Figure 1. Cells by drive strength (run 1).
Scale: 2 px per micron.
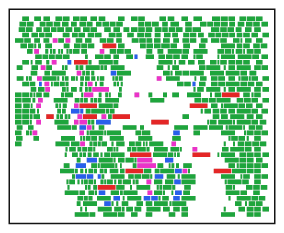
Figure 2. Power grid (run 1).
Scale: 4 px per micron. Pins as bars on the die edge.
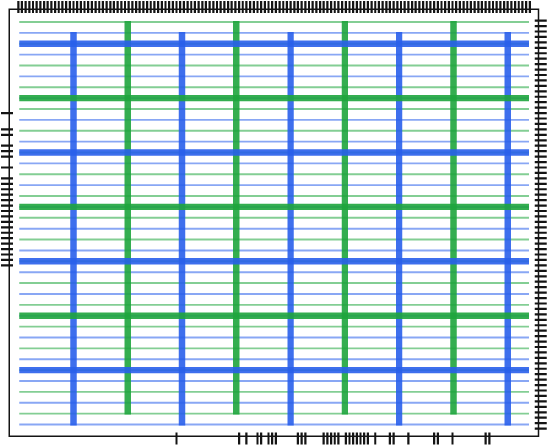
Figure 3. Signal metal coverage by tile (run 1).
Scale: 3 px per micron. The die is cut into 26 by 21 equal tiles; dark purple is low, yellow is high, scaled to the fullest tile. Values are wire area over tile area, all layers added.
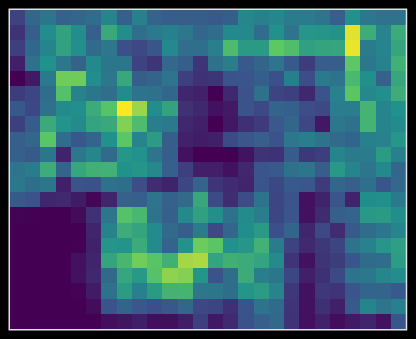
Figure 4. Layout detail (run 1).
Region (41, 49) to (91, 99) microns. Cells in gray, sequential cells in the stronger gray; small squares are vias.
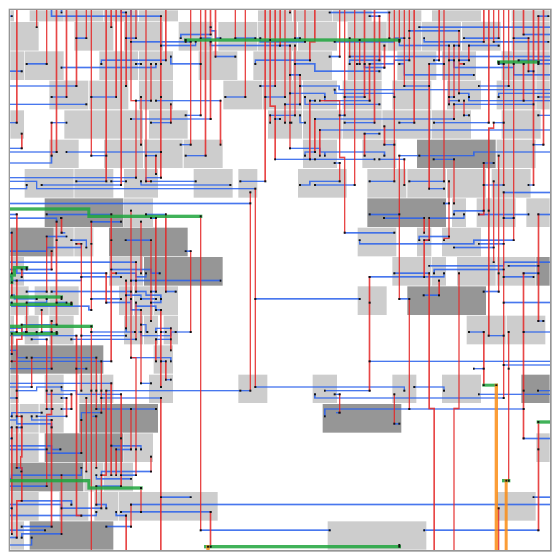
--- src/rtl/usb_dfifo_pkg.sv ---
// Shared types and default geometry for the DFIFO RAM arbiter.
package usb_dfifo_pkg;

  localparam int DFIFO_ADDR_W = 11;
  localparam int DFIFO_DATA_W = 35;
  localparam int DFIFO_DEPTH  = 2048;

  typedef enum logic [1:0] {
    SCRUB_IDLE = 2'd0,
    SCRUB_RUN  = 2'd1,
    SCRUB_DONE = 2'd2
  } scrub_state_e;

  // One requester's view of a RAM access; the arbiter picks one per cycle.
  typedef struct packed {
    logic                    en;
    logic                    we;
    logic [DFIFO_ADDR_W-1:0] addr;
    logic [DFIFO_DATA_W-1:0] wdata;
  } dfifo_req_t;

endpackage

--- src/rtl/usb_dfifo_arbiter_if.sv ---
// Bus bundle between the environment (controller pins, RAM, debug port)
// and the DFIFO arbiter. The arbiter connects through the slave modport.
interface usb_dfifo_arbiter_if #(
  parameter int ADDR_W = 11,
  parameter int DATA_W = 35
);
  logic              ctl_ce_n;
  logic              ctl_wr_n;
  logic [ADDR_W-1:0] ctl_addr;
  logic [DATA_W-1:0] ctl_wdata;
  logic [DATA_W-1:0] ctl_rdata;

  logic              ram_en;
  logic              ram_we;
  logic [ADDR_W-1:0] ram_addr;
  logic [DATA_W-1:0] ram_din;
  logic [DATA_W-1:0] ram_dout;

  logic              dbg_req;
  logic              dbg_we;
  logic [ADDR_W-1:0] dbg_addr;
  logic [DATA_W-1:0] dbg_wdata;
  logic              dbg_gnt;
  logic              dbg_rvalid;
  logic [DATA_W-1:0] dbg_rdata;

  modport slave (
    input  ctl_ce_n, ctl_wr_n, ctl_addr, ctl_wdata, ram_dout,
           dbg_req, dbg_we, dbg_addr, dbg_wdata,
    output ctl_rdata, ram_en, ram_we, ram_addr, ram_din,
           dbg_gnt, dbg_rvalid, dbg_rdata
  );

  modport master (
    output ctl_ce_n, ctl_wr_n, ctl_addr, ctl_wdata, ram_dout,
           dbg_req, dbg_we, dbg_addr, dbg_wdata,
    input  ctl_rdata, ram_en, ram_we, ram_addr, ram_din,
           dbg_gnt, dbg_rvalid, dbg_rdata
  );
endinterface

--- src/rtl/usb_dfifo_scrub.sv ---
// Zero-fill engine: walks every DFIFO address once, writing zero, and only
// advances in cycles the controller leaves the RAM idle.
module usb_dfifo_scrub
  import usb_dfifo_pkg::*;
#(
  parameter int DEPTH = DFIFO_DEPTH
) (
  input  logic       clk,
  input  logic       rst,
  input  logic       start,
  input  logic       idle_slot,
  output dfifo_req_t req,
  output logic       busy,
  output logic       done
);

  localparam logic [DFIFO_ADDR_W-1:0] LAST_ADDR = DFIFO_ADDR_W'(DEPTH - 1);

  scrub_state_e            state_q, state_d;
  logic [DFIFO_ADDR_W-1:0] addr_q, addr_d;

  // State and address registers; reset abandons any scrub in progress.
  always_ff @(posedge clk) begin
    if (rst) begin
      state_q <= SCRUB_IDLE;
      addr_q  <= '0;
    end else begin
      state_q <= state_d;
      addr_q  <= addr_d;
    end
  end

  // Next state, address advance and the write request for the arbiter.
  always_comb begin
    state_d = state_q;
    addr_d  = addr_q;
    req     = '0;
    case (state_q)
      SCRUB_IDLE: begin
        if (start) begin
          state_d = SCRUB_RUN;
          addr_d  = '0;
        end
      end
      SCRUB_RUN: begin
        req.en   = idle_slot;
        req.we   = idle_slot;
        req.addr = addr_q;
        if (idle_slot) begin
          if (addr_q == LAST_ADDR) begin
            state_d = SCRUB_DONE;
          end else begin
            addr_d = addr_q + DFIFO_ADDR_W'(1);
          end
        end
      end
      SCRUB_DONE: state_d = SCRUB_IDLE;
      default:    state_d = SCRUB_IDLE;
    endcase
  end

  assign busy = (state_q == SCRUB_RUN);
  assign done = (state_q == SCRUB_DONE);

endmodule

--- src/rtl/usb_dfifo_arbiter.sv ---
// Shares the single-port DFIFO RAM between the USB controller (absolute
// priority), the zero-fill scrubber and the debug port.
module usb_dfifo_arbiter
  import usb_dfifo_pkg::*;
#(
  parameter int ADDR_W = DFIFO_ADDR_W,
  parameter int DATA_W = DFIFO_DATA_W,
  parameter int DEPTH  = DFIFO_DEPTH,
  parameter int WAIT_W = 16
) (
  input  logic              aclk,
  input  logic              areset,
  usb_dfifo_arbiter_if.slave bus,
  input  logic              scrub_start,
  output logic              scrub_busy,
  output logic              scrub_done,
  output logic [WAIT_W-1:0] dbg_wait_max
);

  dfifo_req_t        scrub_req;
  dfifo_req_t        ram_req;
  logic              dbg_gnt;
  logic              rd_pend_q, rd_pend_d;
  logic              rvalid_q, rvalid_d;
  logic [DATA_W-1:0] rdata_q, rdata_d;
  logic [WAIT_W-1:0] wait_cnt_q, wait_cnt_d;
  logic [WAIT_W-1:0] wait_max_q, wait_max_d;

  usb_dfifo_scrub #(.DEPTH(DEPTH)) u_scrub (
    .clk       (aclk),
    .rst       (areset),
    .start     (scrub_start),
    .idle_slot (bus.ctl_ce_n),
    .req       (scrub_req),
    .busy      (scrub_busy),
    .done      (scrub_done)
  );

  // Fixed-priority RAM mux: controller, then scrubber, then debug; reset parks the RAM.
  always_comb begin
    dbg_gnt = bus.dbg_req & bus.ctl_ce_n & ~scrub_busy & ~areset;
    ram_req = '0;
    if (!areset) begin
      if (!bus.ctl_ce_n) begin
        ram_req.en    = 1'b1;
        ram_req.we    = ~bus.ctl_wr_n;
        ram_req.addr  = DFIFO_ADDR_W'(bus.ctl_addr);
        ram_req.wdata = DFIFO_DATA_W'(bus.ctl_wdata);
      end else if (scrub_req.en) begin
        ram_req = scrub_req;
      end else if (dbg_gnt) begin
        ram_req.en    = 1'b1;
        ram_req.we    = bus.dbg_we;
        ram_req.addr  = DFIFO_ADDR_W'(bus.dbg_addr);
        ram_req.wdata = DFIFO_DATA_W'(bus.dbg_wdata);
      end
    end
  end

  assign bus.ram_en    = ram_req.en;
  assign bus.ram_we    = ram_req.we;
  assign bus.ram_addr  = ADDR_W'(ram_req.addr);
  assign bus.ram_din   = DATA_W'(ram_req.wdata);
  assign bus.ctl_rdata = bus.ram_dout;
  assign bus.dbg_gnt   = dbg_gnt;

  // Debug read return pipeline and the grant-wait statistics.
  always_comb begin
    rd_pend_d = dbg_gnt & ~bus.dbg_we;
    rvalid_d  = rd_pend_q;
    rdata_d   = rd_pend_q ? bus.ram_dout : rdata_q;
    wait_cnt_d = wait_cnt_q;
    if (dbg_gnt) begin
      wait_cnt_d = '0;
    end else if (bus.dbg_req && (wait_cnt_q != '1)) begin
      wait_cnt_d = wait_cnt_q + WAIT_W'(1);
    end
    wait_max_d = (wait_cnt_q > wait_max_q) ? wait_cnt_q : wait_max_q;
  end

  // Debug-side registers; reset drops any read still in flight.
  always_ff @(posedge aclk) begin
    if (areset) begin
      rd_pend_q  <= 1'b0;
      rvalid_q   <= 1'b0;
      rdata_q    <= '0;
      wait_cnt_q <= '0;
      wait_max_q <= '0;
    end else begin
      rd_pend_q  <= rd_pend_d;
      rvalid_q   <= rvalid_d;
      rdata_q    <= rdata_d;
      wait_cnt_q <= wait_cnt_d;
      wait_max_q <= wait_max_d;
    end
  end

  assign bus.dbg_rvalid = rvalid_q & ~areset;
  assign bus.dbg_rdata  = rdata_q;
  assign dbg_wait_max   = wait_max_q;

endmodule

--- src/flat_wrapper.sv ---
// flat-port wrapper written by rule: the top's interface ports become plain ports
module usb_dfifo_arbiter_flat import usb_dfifo_pkg::*;
#(
  parameter int ADDR_W = DFIFO_ADDR_W,
  parameter int DATA_W = DFIFO_DATA_W,
  parameter int DEPTH  = DFIFO_DEPTH,
  parameter int WAIT_W = 16
)
  (aclk, areset, scrub_start, scrub_busy, scrub_done, dbg_wait_max, bus_ctl_ce_n, bus_ctl_wr_n, bus_ctl_addr, bus_ctl_wdata, bus_ram_dout, bus_dbg_req, bus_dbg_we, bus_dbg_addr, bus_dbg_wdata, bus_ctl_rdata, bus_ram_en, bus_ram_we, bus_ram_addr, bus_ram_din, bus_dbg_gnt, bus_dbg_rvalid, bus_dbg_rdata);
  usb_dfifo_arbiter_if #(.ADDR_W(ADDR_W), .DATA_W(DATA_W)) bus_i ();
  input  logic aclk;
  input  logic areset;
  input  logic scrub_start;
  output logic scrub_busy;
  output logic scrub_done;
  output logic [WAIT_W-1:0] dbg_wait_max;
  input wire logic [$bits(bus_i.ctl_ce_n)-1:0] bus_ctl_ce_n;
  input wire logic [$bits(bus_i.ctl_wr_n)-1:0] bus_ctl_wr_n;
  input wire logic [$bits(bus_i.ctl_addr)-1:0] bus_ctl_addr;
  input wire logic [$bits(bus_i.ctl_wdata)-1:0] bus_ctl_wdata;
  input wire logic [$bits(bus_i.ram_dout)-1:0] bus_ram_dout;
  input wire logic [$bits(bus_i.dbg_req)-1:0] bus_dbg_req;
  input wire logic [$bits(bus_i.dbg_we)-1:0] bus_dbg_we;
  input wire logic [$bits(bus_i.dbg_addr)-1:0] bus_dbg_addr;
  input wire logic [$bits(bus_i.dbg_wdata)-1:0] bus_dbg_wdata;
  output wire logic [$bits(bus_i.ctl_rdata)-1:0] bus_ctl_rdata;
  output wire logic [$bits(bus_i.ram_en)-1:0] bus_ram_en;
  output wire logic [$bits(bus_i.ram_we)-1:0] bus_ram_we;
  output wire logic [$bits(bus_i.ram_addr)-1:0] bus_ram_addr;
  output wire logic [$bits(bus_i.ram_din)-1:0] bus_ram_din;
  output wire logic [$bits(bus_i.dbg_gnt)-1:0] bus_dbg_gnt;
  output wire logic [$bits(bus_i.dbg_rvalid)-1:0] bus_dbg_rvalid;
  output wire logic [$bits(bus_i.dbg_rdata)-1:0] bus_dbg_rdata;
  assign bus_i.ctl_ce_n = bus_ctl_ce_n;
  assign bus_i.ctl_wr_n = bus_ctl_wr_n;
  assign bus_i.ctl_addr = bus_ctl_addr;
  assign bus_i.ctl_wdata = bus_ctl_wdata;
  assign bus_i.ram_dout = bus_ram_dout;
  assign bus_i.dbg_req = bus_dbg_req;
  assign bus_i.dbg_we = bus_dbg_we;
  assign bus_i.dbg_addr = bus_dbg_addr;
  assign bus_i.dbg_wdata = bus_dbg_wdata;
  assign bus_ctl_rdata = bus_i.ctl_rdata;
  assign bus_ram_en = bus_i.ram_en;
  assign bus_ram_we = bus_i.ram_we;
  assign bus_ram_addr = bus_i.ram_addr;
  assign bus_ram_din = bus_i.ram_din;
  assign bus_dbg_gnt = bus_i.dbg_gnt;
  assign bus_dbg_rvalid = bus_i.dbg_rvalid;
  assign bus_dbg_rdata = bus_i.dbg_rdata;
  usb_dfifo_arbiter #(.ADDR_W(ADDR_W), .DATA_W(DATA_W), .DEPTH(DEPTH), .WAIT_W(WAIT_W)) u_core (.aclk(aclk), .areset(areset), .bus(bus_i), .scrub_start(scrub_start), .scrub_busy(scrub_busy), .scrub_done(scrub_done), .dbg_wait_max(dbg_wait_max));
endmodule
--- config.mk ---
export PLATFORM = sky130hd
export DESIGN_NAME = usb_dfifo_arbiter_flat
export DESIGN_NICKNAME = d
export VERILOG_FILES = /design/src/rtl/usb_dfifo_pkg.sv /design/src/rtl/usb_dfifo_arbiter_if.sv /design/src/rtl/usb_dfifo_scrub.sv /design/src/rtl/usb_dfifo_arbiter.sv /design/src/flat_wrapper.sv
export SDC_FILE = /design/constraint.sdc
export NUM_CORES = 1
export LEC_CHECK = 0
export CAP_MARGIN = 20
export CORE_ASPECT_RATIO = 0.8
export CORE_MARGIN = 2
export CORE_UTILIZATION = 35
export CTS_BUF_LIST = sky130_fd_sc_hd__clkbuf_16
export DETAILED_ROUTE_END_ITERATION = 8
export PLACE_DENSITY = 0.8
export SETUP_SLACK_MARGIN = 0.1
export SLEW_MARGIN = 0
export SYNTH_ARGS = -nofsm -noshare
export SYNTH_HDL_FRONTEND = slang
export SYNTH_SLANG_ARGS = --single-unit
--- constraint.sdc ---
create_clock -name aclk -period 2.9 [get_ports aclk]
set_input_delay 0.58 -clock aclk [delete_from_list [all_inputs] [get_ports aclk]]
set_output_delay 0.58 -clock aclk [all_outputs]
set_load 0.01 [all_outputs]
==> flow_summary_export.csv, run 1 <==
group,metric,value,unit
clocking,cts_setup_buffers,6,
final_timing,hold_ws,0.491,ns
min_path,hold_class,"reg -> reg",
pwr,powerClk,1.10,mW
yosys,yosys.area_share.adder,0.0491,
final_timing,tightest_slew,1.11,ns
finish,fin_util,0.603,
finish,lay_top_cells,"250 x clkdlybuf4s50_1, 80 x dfxtp_1, 69 x nor2_1",
pwr,maxPowerGroup,"sequential cells",
final_timing,tns,0,ns
global_route,grt_usage,0.228,
placement,hpwl,13100,microns
outcome,status,"complete, no violations",
finish,drive_gt1_frac,0.0959,
die,placement_rows,37,
yosys,flop_cell,"dfxtp_1",
clocking,cts_tree,"built",
pwr,irDropWorstVdd,0.000284,V
finish,num-fill-cells,1079,
pwr,intPower,2.18,mW
min_path,hp-start,"u_core.u_scrub.state_q[1]",
finish,fin_nets,919,
setup_path,endpoint,"bus_ram_din[16]",
placement,place_ws,-0.132,ns
pwr,total_power,2.90,mW
setup_path,crit_required,2.32,ns
yosys,ys_area,0.00458,sq mm
setup_path,endpoint_kind,"output port",
yosys,top_cell,"dfxtp_1",
finish,nFlopsAndLatches,82,
global_route,met1_usage,0.272,
finish,design_area,0.00774,sq mm
clocking,cts-resized-gates,14,
setup_path,worstPathMaxFanout,21,
finish,buffers_excl_clock,302,
global_route,overflow,0,
die,die_area,0.0140,sq mm
setup_path,slowest_delay,0.54,ns
pwr,pwr-share-clk,0.381,
setup_path,rr_worst_depth,6,
clocking,cts.sinks,82,
yosys,synthTopCellsByCount,"82 x dfxtp_1, 71 x nor2_1, 40 x a22o_1",
pwr,combPwrFrac,0.218,
yosys,synthTopLogicFamily,"AND-OR/OR-AND gates",
yosys,synth.distinct_cells,48,
yosys,ys_seq_share,0.358,
routing,vias,4835,
yosys,area_leaders,"dfxtp_1 36%, mux2i_1 8.1%, a22o_1 7.6%",
routing,first_pass_iters,7,
pwr,power-per-cell-area,374,mW/mm^2
finish,clockNetworkAreaShare,0.0369,
yosys,synthCells,518,
setup_path,r2r-end,"u_core.dbg_wait_max[13]",
global_route,antenna_found_initial,2,
setup_path,setup.worst_path.start_class,"flop",
yosys,syn-num-nets,670,
clocking,ctsHoldBuffers,0,
routing,ant_nets,0,
finish,largestClassByArea,"buffers",
die,die_w,132,microns
finish,sh_seq_area,0.213,
min_path,holdPathStages,1,
finish,comb_share,0.323,
finish,largest_reg_flops,35,
clocking,insertion_delay,0.33,ns
yosys,synth-edff-count,0,
global_route,grtUsageMet2,0.404,
yosys,yosys_warnings,0,
setup_path,arrival,2.13,ns
final_timing,rsz0062_at_grt,"yes",
global_route,grt_pass1_wl,25600,microns
final_timing,finClkSkew,0.00540,ns
routing,highest_layer,"met4",
final_timing,timing.fmax,368,MHz
pwr,switching_power,722,uW
finish,stdcell_count,949,
finish,clkbuf_count,9,
global_route,grt_pass1_vias,4764,
yosys,top_area_cell,"dfxtp_1",
global_route,grt_max_degree,39,
yosys,ys_cells,518,
routing,wl_met1,6840,microns
finish,logic_gates,351,
setup_path,cp_top_family,"buffers and inverters",
setup_path,setup.worst_path.start,"u_core.u_scrub.state_q[1]",
min_path,holdPathEnd,"u_core.u_scrub.state_q[0]",
clocking,h-tree-depth,3,
pwr,seq-power,1.16,mW
routing,dr_wl_met2,8450,microns
yosys,ys_sh_mux,0.0808,
pwr,pg_comb,633,uW
routing,wl_per_cell,17.5,microns
placement,routabilityCongestion,0.875,
yosys,ys_ff,82,
setup_path,cp_slowest_cell,"clkdlybuf4s50_1",
routing,drt-initial-drc-count,301,
final_timing,finalMaxSlewViolations,0,
finish,final-comb-area,0.00250,sq mm
finish,lay_top_count,"clkdlybuf4s50_1",
yosys,syn-cell-area,0.00458,sq mm
global_route,top_usage_layer,"met2",
global_route,use_met3,0.0539,
finish,buf_share,0.388,
finish,flop_area,0.00165,sq mm
die,die_h,106,microns
setup_path,cpMostUsedCell,"buf_12",
pwr,sw_frac_of_total,0.249,
setup_path,path_buffers,3,
yosys,yosysTopAreaCellShare,0.358,
setup_path,path_depth,7,
die,fp_util,0.357,
routing,routed_wl,16600,microns
setup_path,worst_r2r_startpoint,"u_core.dbg_wait_max[14]",
finish,inv_count,21,
Notes on Figure 1 above:
color	size	cells	share
red	x6 and larger	14	1.8%
blue	x2	26	3.4%
green	x1 and smaller	698	90%
magenta	x3 and x4	34	4.4%

Notes on Figure 2 above:
color	net
green	VDD
blue	VSS
met4 straps	9
signal pins	272

Notes on Figure 3 above:
nearly empty tiles	8.2%
tiles over half the peak	18%
emptiest ninth of the die	south-west
mean over tiles	0.19
fullest tile	0.57

Notes on Figure 4 above:
color	layer
orange	M4
blue	M1
green	M3
red	M2
netlist names of flops here include	u_core.u_scrub.addr_q (6), u_core.bus.dbg_rdata (3), u_core.u_scrub.state_q (2)
most frequent	clkdlybuf4s50_1 (46), a22o_1 (13), dfxtp_1 (11)
sequential cells in the window	13
cells with their middle in the window	119

==> run 1 -> run 2 <==
- CORE_MARGIN: 2 -> 4
==> flow_summary_export.csv, run 2 <==
group,metric,value,unit
outcome,status,"complete, no violations",
die,fp_util,0.357,
die,die_h,110,microns
routing,first_pass_iters,5,
finish,sh_seq_area,0.215,
setup_path,slowest_delay,0.58,ns
min_path,hp-start,"u_core.bus.dbg_rdata[24]",
finish,clockNetworkAreaShare,0.0364,
setup_path,path_buffers,2,
min_path,holdPathStages,2,
yosys,ys_cells,518,
routing,highest_layer,"met4",
pwr,maxPowerGroup,"sequential cells",
yosys,syn-num-nets,670,
finish,buf_share,0.383,
finish,logic_gates,351,
routing,wl_met1,6720,microns
setup_path,worst_r2r_startpoint,"u_core.dbg_wait_max[14]",
setup_path,endpoint,"bus_ram_addr[6]",
finish,inv_count,21,
routing,drt-initial-drc-count,250,
yosys,synthTopCellsByCount,"82 x dfxtp_1, 71 x nor2_1, 40 x a22o_1",
yosys,synth-edff-count,0,
global_route,grtUsageMet2,0.355,
die,die_area,0.0150,sq mm
finish,fin_nets,913,
clocking,cts_setup_buffers,3,
min_path,hold_class,"reg -> reg",
final_timing,timing.fmax,366,MHz
finish,design_area,0.00764,sq mm
final_timing,tns,0,ns
setup_path,worstPathMaxFanout,13,
global_route,grt_pass1_wl,24800,microns
global_route,grt_max_degree,37,
finish,largest_reg_flops,35,
finish,lay_top_cells,"221 x clkdlybuf4s50_1, 80 x dfxtp_1, 69 x nor2_1",
finish,largestClassByArea,"buffers",
yosys,synth.distinct_cells,48,
yosys,flop_cell,"dfxtp_1",
yosys,ys_ff,82,
pwr,total_power,2.84,mW
pwr,pg_comb,616,uW
yosys,ys_sh_mux,0.0808,
setup_path,r2r-end,"u_core.dbg_wait_max[12]",
finish,buffers_excl_clock,296,
finish,flop_area,0.00164,sq mm
clocking,cts-resized-gates,46,
clocking,cts.sinks,82,
setup_path,crit_required,2.32,ns
pwr,pwr-share-clk,0.374,
die,die_w,136,microns
pwr,switching_power,749,uW
pwr,combPwrFrac,0.217,
global_route,overflow,0,
clocking,ctsHoldBuffers,0,
pwr,sw_frac_of_total,0.264,
yosys,syn-cell-area,0.00458,sq mm
final_timing,tightest_slew,1.09,ns
global_route,grt_pass1_vias,4672,
pwr,irDropWorstVdd,0.000250,V
yosys,area_leaders,"dfxtp_1 36%, mux2i_1 8.1%, a22o_1 7.6%",
setup_path,path_depth,7,
global_route,top_usage_layer,"met2",
global_route,grt_usage,0.208,
yosys,synthCells,518,
clocking,h-tree-depth,3,
clocking,insertion_delay,0.34,ns
setup_path,cp_top_family,"buffers and inverters",
setup_path,cp_slowest_cell,"clkdlybuf4s50_1",
finish,clkbuf_count,9,
yosys,ys_seq_share,0.358,
yosys,yosys.area_share.adder,0.0491,
routing,routed_wl,16900,microns
run,drv_cap,0,
yosys,yosysTopAreaCellShare,0.358,
routing,dr_wl_met2,8430,microns
placement,routabilityCongestion,0.920,
setup_path,setup.worst_path.start_class,"flop",
yosys,top_area_cell,"dfxtp_1",
final_timing,rsz0062_at_grt,"yes",
global_route,antenna_found_initial,0,
setup_path,rr_worst_depth,6,
finish,drive_gt1_frac,0.0914,
finish,nFlopsAndLatches,82,
pwr,seq-power,1.16,mW
final_timing,hold_ws,0.492,ns
placement,place_ws,-0.148,ns
placement,hpwl,13400,microns
global_route,use_met3,0.0603,
yosys,top_cell,"dfxtp_1",
global_route,met1_usage,0.256,
pwr,powerClk,1.06,mW
routing,wl_per_cell,18.0,microns
finish,lay_top_count,"clkdlybuf4s50_1",
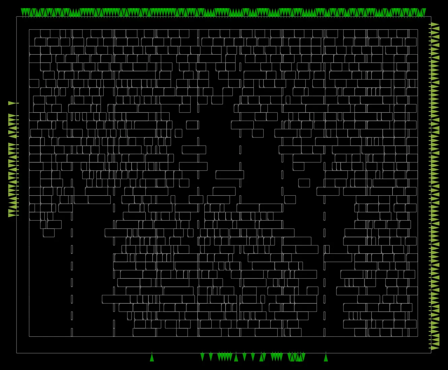
Figure 5: run 2, cell placement.
Core Region: 0.0128 sq mm
Fillers: 1121
fin cells: 941
row count: 37

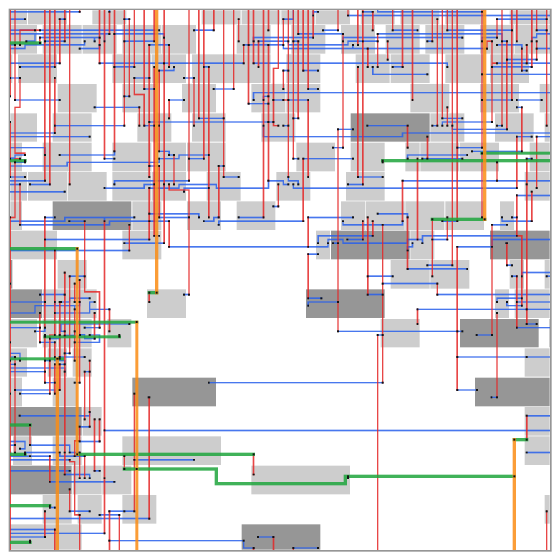
Figure 6: run 2, layout detail.
Region (43, 52) to (93, 102) microns. Cells in gray, sequential cells in the stronger gray; small squares are vias.
color	layer
orange	M4
red	M2
green	M3
blue	M1
cells with their middle in the window	109
most frequent	clkdlybuf4s50_1 (31), a22o_1 (15)
sequential cells in the window	11
netlist names of flops here include	u_core.bus.dbg_rdata (5), u_core.u_scrub.addr_q (2)

No activity file was given, so power comes from the tool's default toggle rates.
